[src/rtl/serial_word_tx_pkg.sv]
// Shared types and helpers for the serial word transmitter.
// The optional parity bit is enabled by defining SERIAL_WORD_TX_PARITY_EN.
package serial_word_tx_pkg;

    typedef enum logic [1:0] {
        IDLE  = 2'd0,
        SHIFT = 2'd1,
        PAR   = 2'd2
    } tx_state_e;

    // Level driven on so whenever no frame is in progress.
    localparam logic IDLE_LEVEL = 1'b1;

    // The bit counter must be able to hold W, so it needs clog2(W+1) bits.
    function automatic int cnt_width(input int w);
        return $clog2(w + 1);
    endfunction

endpackage

[src/rtl/serial_bit_counter.sv]
// Bit-position counter for the serial transmitter: clears on a new frame,
// counts while enabled, saturates at MAX and flags the LIMIT position.
module serial_bit_counter
    import serial_word_tx_pkg::*;
#(
    parameter int CW    = 5,
    parameter int LIMIT = 15,
    parameter int MAX   = 16
) (
    input  logic          cl,
    input  logic          rst_n,
    input  logic          clear,
    input  logic          enable,
    output logic [CW-1:0] cnt,
    output logic          term
);

    logic [CW-1:0] cnt_q;
    logic [CW-1:0] cnt_d;

    always_comb begin
        cnt_d = cnt_q;
        if (clear) begin
            cnt_d = '0;
        end else if (enable && (cnt_q != CW'(MAX))) begin
            cnt_d = cnt_q + 1'b1;
        end
    end

    always_ff @(posedge cl or negedge rst_n) begin
        if (!rst_n) begin
            cnt_q <= '0;
        end else begin
            cnt_q <= cnt_d;
        end
    end

    assign cnt  = cnt_q;
    assign term = (cnt_q == CW'(LIMIT));

endmodule

[src/rtl/serial_word_tx.sv]
// Parallel-load, serial-shift transmitter with gapless back-to-back frames.
// Define SERIAL_WORD_TX_PARITY_EN to append an even-parity bit to each frame.
module serial_word_tx
    import serial_word_tx_pkg::*;
#(
    parameter int W         = 16,
    parameter bit LSB_FIRST = 1'b1
) (
    input  logic         cl,
    input  logic         rst_n,
    input  logic         st,
    input  logic [W-1:0] d,
    output logic         so,
    output logic         sv,
    output logic         last,
    output logic         busy,
    output logic         done
);

    localparam int CW = cnt_width(W);
`ifdef SERIAL_WORD_TX_PARITY_EN
    localparam int LAST_CNT = W;
`else
    localparam int LAST_CNT = W - 1;
`endif

    tx_state_e     state_q, state_d;
    logic [W-1:0]  shreg_q, shreg_d;
    logic          done_q, done_d;
    logic [CW-1:0] cnt;
    logic          term;
    logic          accept;
    logic          data_end;
`ifdef SERIAL_WORD_TX_PARITY_EN
    logic          par_q, par_d;
`endif

    serial_bit_counter #(
        .CW    (CW),
        .LIMIT (LAST_CNT),
        .MAX   (W)
    ) u_cnt (
        .cl     (cl),
        .rst_n  (rst_n),
        .clear  (accept),
        .enable (state_q != IDLE),
        .cnt    (cnt),
        .term   (term)
    );

    // After an unfollowed frame the counter parks at W, so gate with state too.
    assign busy     = (state_q != IDLE);
    assign sv       = busy;
    assign last     = term && busy;
    assign done     = done_q;
    assign accept   = st && (!busy || last);
    assign data_end = (state_q == SHIFT) && (cnt == CW'(W - 1));

    always_comb begin
        so = IDLE_LEVEL;
        case (state_q)
            SHIFT:   so = LSB_FIRST ? shreg_q[0] : shreg_q[W-1];
`ifdef SERIAL_WORD_TX_PARITY_EN
            PAR:     so = par_q;
`endif
            default: so = IDLE_LEVEL;
        endcase
    end

    always_comb begin
        state_d = state_q;
        shreg_d = shreg_q;
        done_d  = last && !accept;
`ifdef SERIAL_WORD_TX_PARITY_EN
        par_d   = par_q;
`endif
        if (accept) begin
            state_d = SHIFT;
            shreg_d = d;
`ifdef SERIAL_WORD_TX_PARITY_EN
            par_d   = ^d;
`endif
        end else begin
            case (state_q)
                SHIFT: begin
                    shreg_d = LSB_FIRST ? {1'b0, shreg_q[W-1:1]}
                                        : {shreg_q[W-2:0], 1'b0};
                    if (data_end) begin
`ifdef SERIAL_WORD_TX_PARITY_EN
                        state_d = PAR;
`else
                        state_d = IDLE;
`endif
                    end
                end
                PAR:     state_d = IDLE;
                default: state_d = IDLE;
            endcase
        end
    end

    always_ff @(posedge cl or negedge rst_n) begin
        if (!rst_n) begin
            state_q <= IDLE;
            shreg_q <= '0;
            done_q  <= 1'b0;
        end else begin
            state_q <= state_d;
            shreg_q <= shreg_d;
            done_q  <= done_d;
        end
    end

`ifdef SERIAL_WORD_TX_PARITY_EN
    always_ff @(posedge cl or negedge rst_n) begin
        if (!rst_n) begin
            par_q <= 1'b0;
        end else begin
            par_q <= par_d;
        end
    end
`endif

endmodule

[config.mk]
export PLATFORM = sky130hd
export DESIGN_NAME = serial_word_tx
export DESIGN_NICKNAME = d
export VERILOG_FILES = /design/src/rtl/serial_word_tx_pkg.sv /design/src/rtl/serial_bit_counter.sv /design/src/rtl/serial_word_tx.sv
export SDC_FILE = /design/constraint.sdc
export NUM_CORES = 1
export LEC_CHECK = 0
export ABC_CLOCK_PERIOD_IN_PS = 2000
export CORE_AREA = 2 2 50 52
export CTS_BUF_LIST = sky130_fd_sc_hd__clkbuf_8
export CTS_CLUSTER_SIZE = 25
export DETAILED_ROUTE_END_ITERATION = 16
export DIE_AREA = 0 0 52 54
export PLACE_DENSITY = 0.79
export RECOVER_POWER = 100
export SLEW_MARGIN = 10
export SYNTH_ARGS = -nofsm -noshare
export SYNTH_HDL_FRONTEND = slang
export SYNTH_SLANG_ARGS = --single-unit
export TNS_END_PERCENT = 10
[constraint.sdc]
create_clock -name cl -period 2 [get_ports cl]
set_input_delay 0.4 -clock cl [delete_from_list [all_inputs] [get_ports cl]]
set_output_delay 0.4 -clock cl [all_outputs]
set_load 0.01 [all_outputs]
==> reports/metrics.csv <==
stage,metric,value,unit
detailed_routing,initial drt markers,20,
cells_and_area,layout cells sized above 1,0.103,
detailed_routing,DRT antenna net count,0,
grt,GR Layer Usage met1,0.244,
cells_and_area,most frequently placed logic cells in the final layout,"32 x nand2_1, 23 x dfrtp_1, 20 x clkdlybuf4s50_1, 15 x a32oi_1",
logic_synthesis,"EDFF count, synth",0,
cells_and_area,top cell category,flip-flops and latches,
critical_path,instance count on the critical path,5,
critical_path,r2r startpoint,u_cnt.cnt[0],
critical_path,Crit Path Category,reg2out,
cells_and_area,flop count,23,
cells_and_area,Sequential cell area,576,um^2
cells_and_area,logic area,483,um^2
critical_path,crit end category,output port,
critical_path,Worst Path Buf+Inv,1,
grt,GRT Total Usage,0.187,
logic_synthesis,Mean Syn Cell Area,10.2,um^2
cts,Clock Latency Late Sink,0.26,ns
floorplan,DIE AREA,2810,um^2
place,port bufs,23,
cells_and_area,antenna cells,0,
cells_and_area,#MultiIn Comb,75,
sta,Final Max Slew Viols,0,
detailed_routing,WL met2,1210,um
cts,clock sinks,23,
cts,CTS Buf Count,3,
sta,clk_skew,0.00115,ns
floorplan,core footprint,2320,um^2
logic_synthesis,"FFs w/ async S/R, synth",1.00,
pwr,leakage power,0.709,nW
critical_path,critical path's most frequent cell,ha_1,
floorplan,Die H,54,um
cells_and_area,clkbuf count,3,
critical_path,worst flop-to-flop path endpoint,shreg_q[15],
detailed_routing,M1 WL,1060,um
cts,CTS tree,yes,
outcome,outcome,completed,
job,max_cap viols,0,
cells_and_area,final-stage net count,159,
sta,Final setup viols,0,
logic_synthesis,Mapped Cells,111,
grt,first-pass GRT wire length,3880,um
grt,initial antenna violation count,0,
min_path,hold wc startpoint,shreg_q[0],
detailed_routing,routed wire length,2360,um
logic_synthesis,main flop type,dfrtp_1,
floorplan,# IOs,24,
critical_path,cells along the critical path,ha_1 > and3_1 > ha_1 > and2_1 > clkbuf_1,
floorplan,Die X,52,um
cts,CTS Buffer Depth,2,
job,Log Warnings,27,
cts,Clock Tree Root,clkbuf_8,
critical_path,Crit path max-delay family,flip-flops,
detailed_routing,DRC Markers,0,
logic_synthesis,Syn Nets,133,
detailed_routing,DR pass1 iterations,4,
logic_synthesis,Post-synth seq share,0.509,
cells_and_area,most frequent logic cell in the layout,nand2_1,
pwr,Peak VDD IR,0.709,mV
detailed_routing,top sig layer,met3,
cells_and_area,Clock buf/inv share,0.0316,
sta,Fin. Hold Viols,0,
sta,fmax,524,MHz
critical_path,crit path to,last,
floorplan,Rows,18,
critical_path,CP Launch Type,flip-flop,
sta,unrepaired setup endpoints after global routing,false,
logic_synthesis,synth warn,0,
cts,"Hold-fix buffers, CTS",0,
min_path,Worst Hold Class,reg2reg,
cells_and_area,area delta synth->final,26.0,%
grt,gr busiest metal,met2,
logic_synthesis,area reported by Yosys stat,1130,um^2
grt,GR Util met3,0.0333,
cells_and_area,Comb/total area,0.339,
cts,CTS H-tree depth,1,
grt,vias in the first global route,892,
pwr,PD cells,1010,nW/um^2
critical_path,Max stage delay on crit path,0.40,ns
min_path,hold path depth,2,
sta,TNS Setup,0,ns
cells_and_area,Non-Clock Buffer Area Fraction,0.189,
cells_and_area,Seq area share,0.404,
cells_and_area,filler cell count,213,
critical_path,Crit path arrival time,1.51,ns
grt,grt met2 use,0.325,
critical_path,CP required,1.60,ns
min_path,hold endpoint,shreg_q[0],
floorplan,TAP cells,30,
cells_and_area,Inverters,4,
cells_and_area,Non-clk bufs,30,
logic_synthesis,"flops & latches, synth",23,
critical_path,Crit-path slowest cell,dfrtp_1,
cts,Clock Pin Slew Worst Setup and Hold Paths,0.08,ns
critical_path,Register-to-Register Path Depth,7,
sta,slew margin rel.,0.164,
sta,slack of the critical path,0.0918,ns
detailed_routing,routed wl met3,95,um
grt,GR Overflow Total,0,
place,RePlAce Congestion,0.772,
==> stage by stage <==
stage / hold slack, ns / power [mW] / utilization / instances / area [um^2]
detailed placement: 0.464 / 1.11 / 0.588 / 159 / 1360
finish: 0.479 / 1.43 / 0.614 / 166 / 1430
global route: 0.499 / 1.54 / 0.614 / 166 / 1430
floorplan: 0.104 / 0.972 / - / 111 / 1130
CTS: 0.483 / 1.42 / 0.614 / 165 / 1420
global placement: 0.454 / 1.08 / 0.588 / 159 / 1360
==> where the power goes <==
group,internal (mW),leakage [nW],switching [mW]
Combinational,0.243,0.380,0.220
Clock,0.137,0.0269,0.141
Sequential,0.597,0.302,0.0955
Total,0.976,0.709,0.457
==> state kept, by name, summed over array words and instances (netlist names) <==
name / cells
shreg_q: 16
u_cnt.cnt: 5
done: 1
state_q: 1
==> cells by family after synthesis <==
| group | Yosys count | synth area share |
|---|---|---|
| buffers and inverters | 13 | 0.0708 |
| XOR/XNOR | 1 | 0.00774 |
| flip-flops | 23 | 0.509 |
| AND/OR/NAND/NOR | 48 | 0.210 |
| AND-OR/OR-AND | 23 | 0.169 |
| adder cells (fa/ha/maj) | 3 | 0.0332 |
==> repair_timing <==
item,CTS,global route
gates resized,2,2
gates cloned,0,0
buffers inserted,2,1
setup endpoints to repair,1,6
==> worst min-delay path, delay by kind of cell (launching register included) <==
kind	cells	cell delay [ns]
simple gates	1	0.05
flops	1	0.35
compound gates	1	0.06
==> Yosys cell counts (2+ instances only) <==
library cell,number,share of area
nand3_1,2,0.0088
dfrtp_1,23,0.51
a21oi_1,3,0.013
a32oi_1,15,0.12
ha_1,3,0.033
buf_2,4,0.018
buf_6,3,0.030
inv_1,4,0.013
o21ai_0,2,0.0088
nand2b_1,2,0.011
nor2_1,2,0.0066
nand2_1,32,0.11
Wires at chosen ports, followed through buffers:
The bar under the picture is 20 um long.
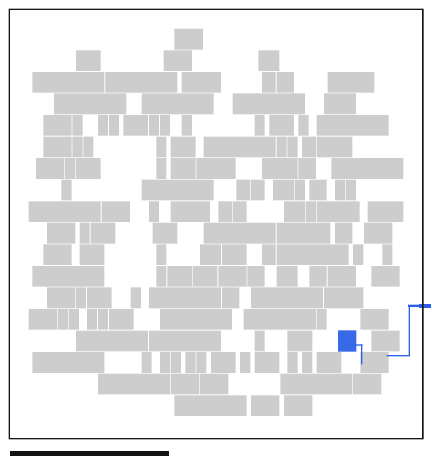
legend:
  blue:
    port: `so`
    bits: 1
    direction: output
    edge: right
    end_cells: 1
    wire: 13.6 um

The metal 1 layer:
The bar under the picture is 20 um long. Supply wires on this layer in grey. Cells faint in the background.
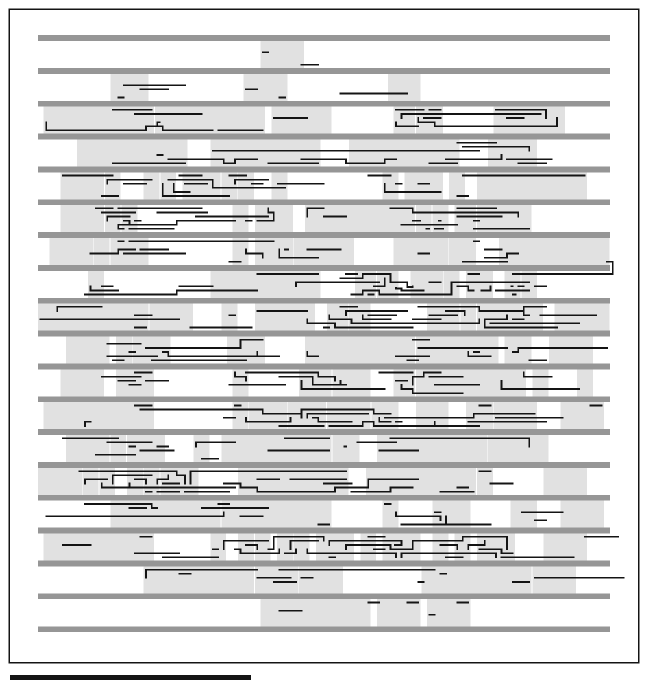
wire length on this layer: 1060 um
main direction: horizontal
longest straight run: 22.1 um

Track usage over the die:
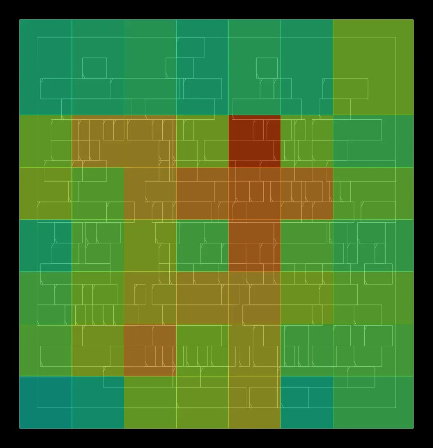
wire length per cell: 14.2 um
final core area utilization: 0.614

Register map, names as in the netlist:
The bar under the picture is 20 um long. Other sequential cells in the stronger grey, the rest of the logic in the fainter grey.
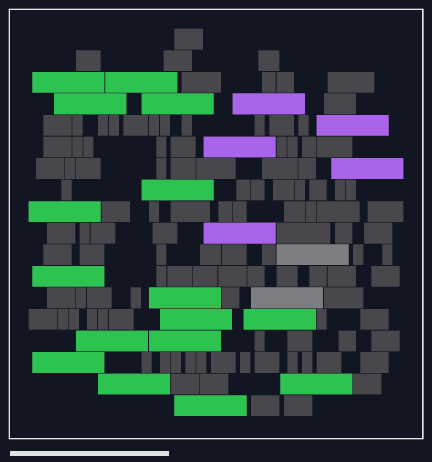
legend:
  purple:
    netlist_name: `u_cnt.cnt`
    sequential_cells: 5
  green:
    netlist_name: `shreg_q`
    sequential_cells: 16
not coloured: 2

Routed metal, one colour a layer:
Only two layers are drawn.
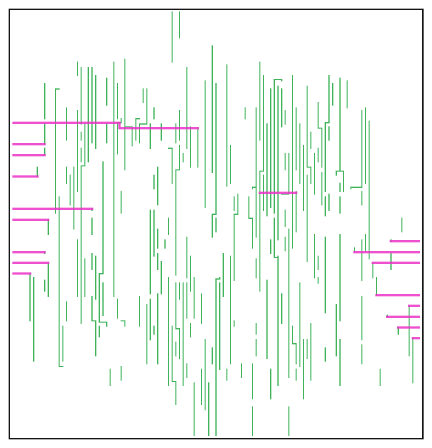
legend:
  magenta:
    layer: met3
    wire_length: 95.4 um
  green:
    layer: met2
    wire_length: 1210 um

Power is estimated from default activity; no workload was simulated.
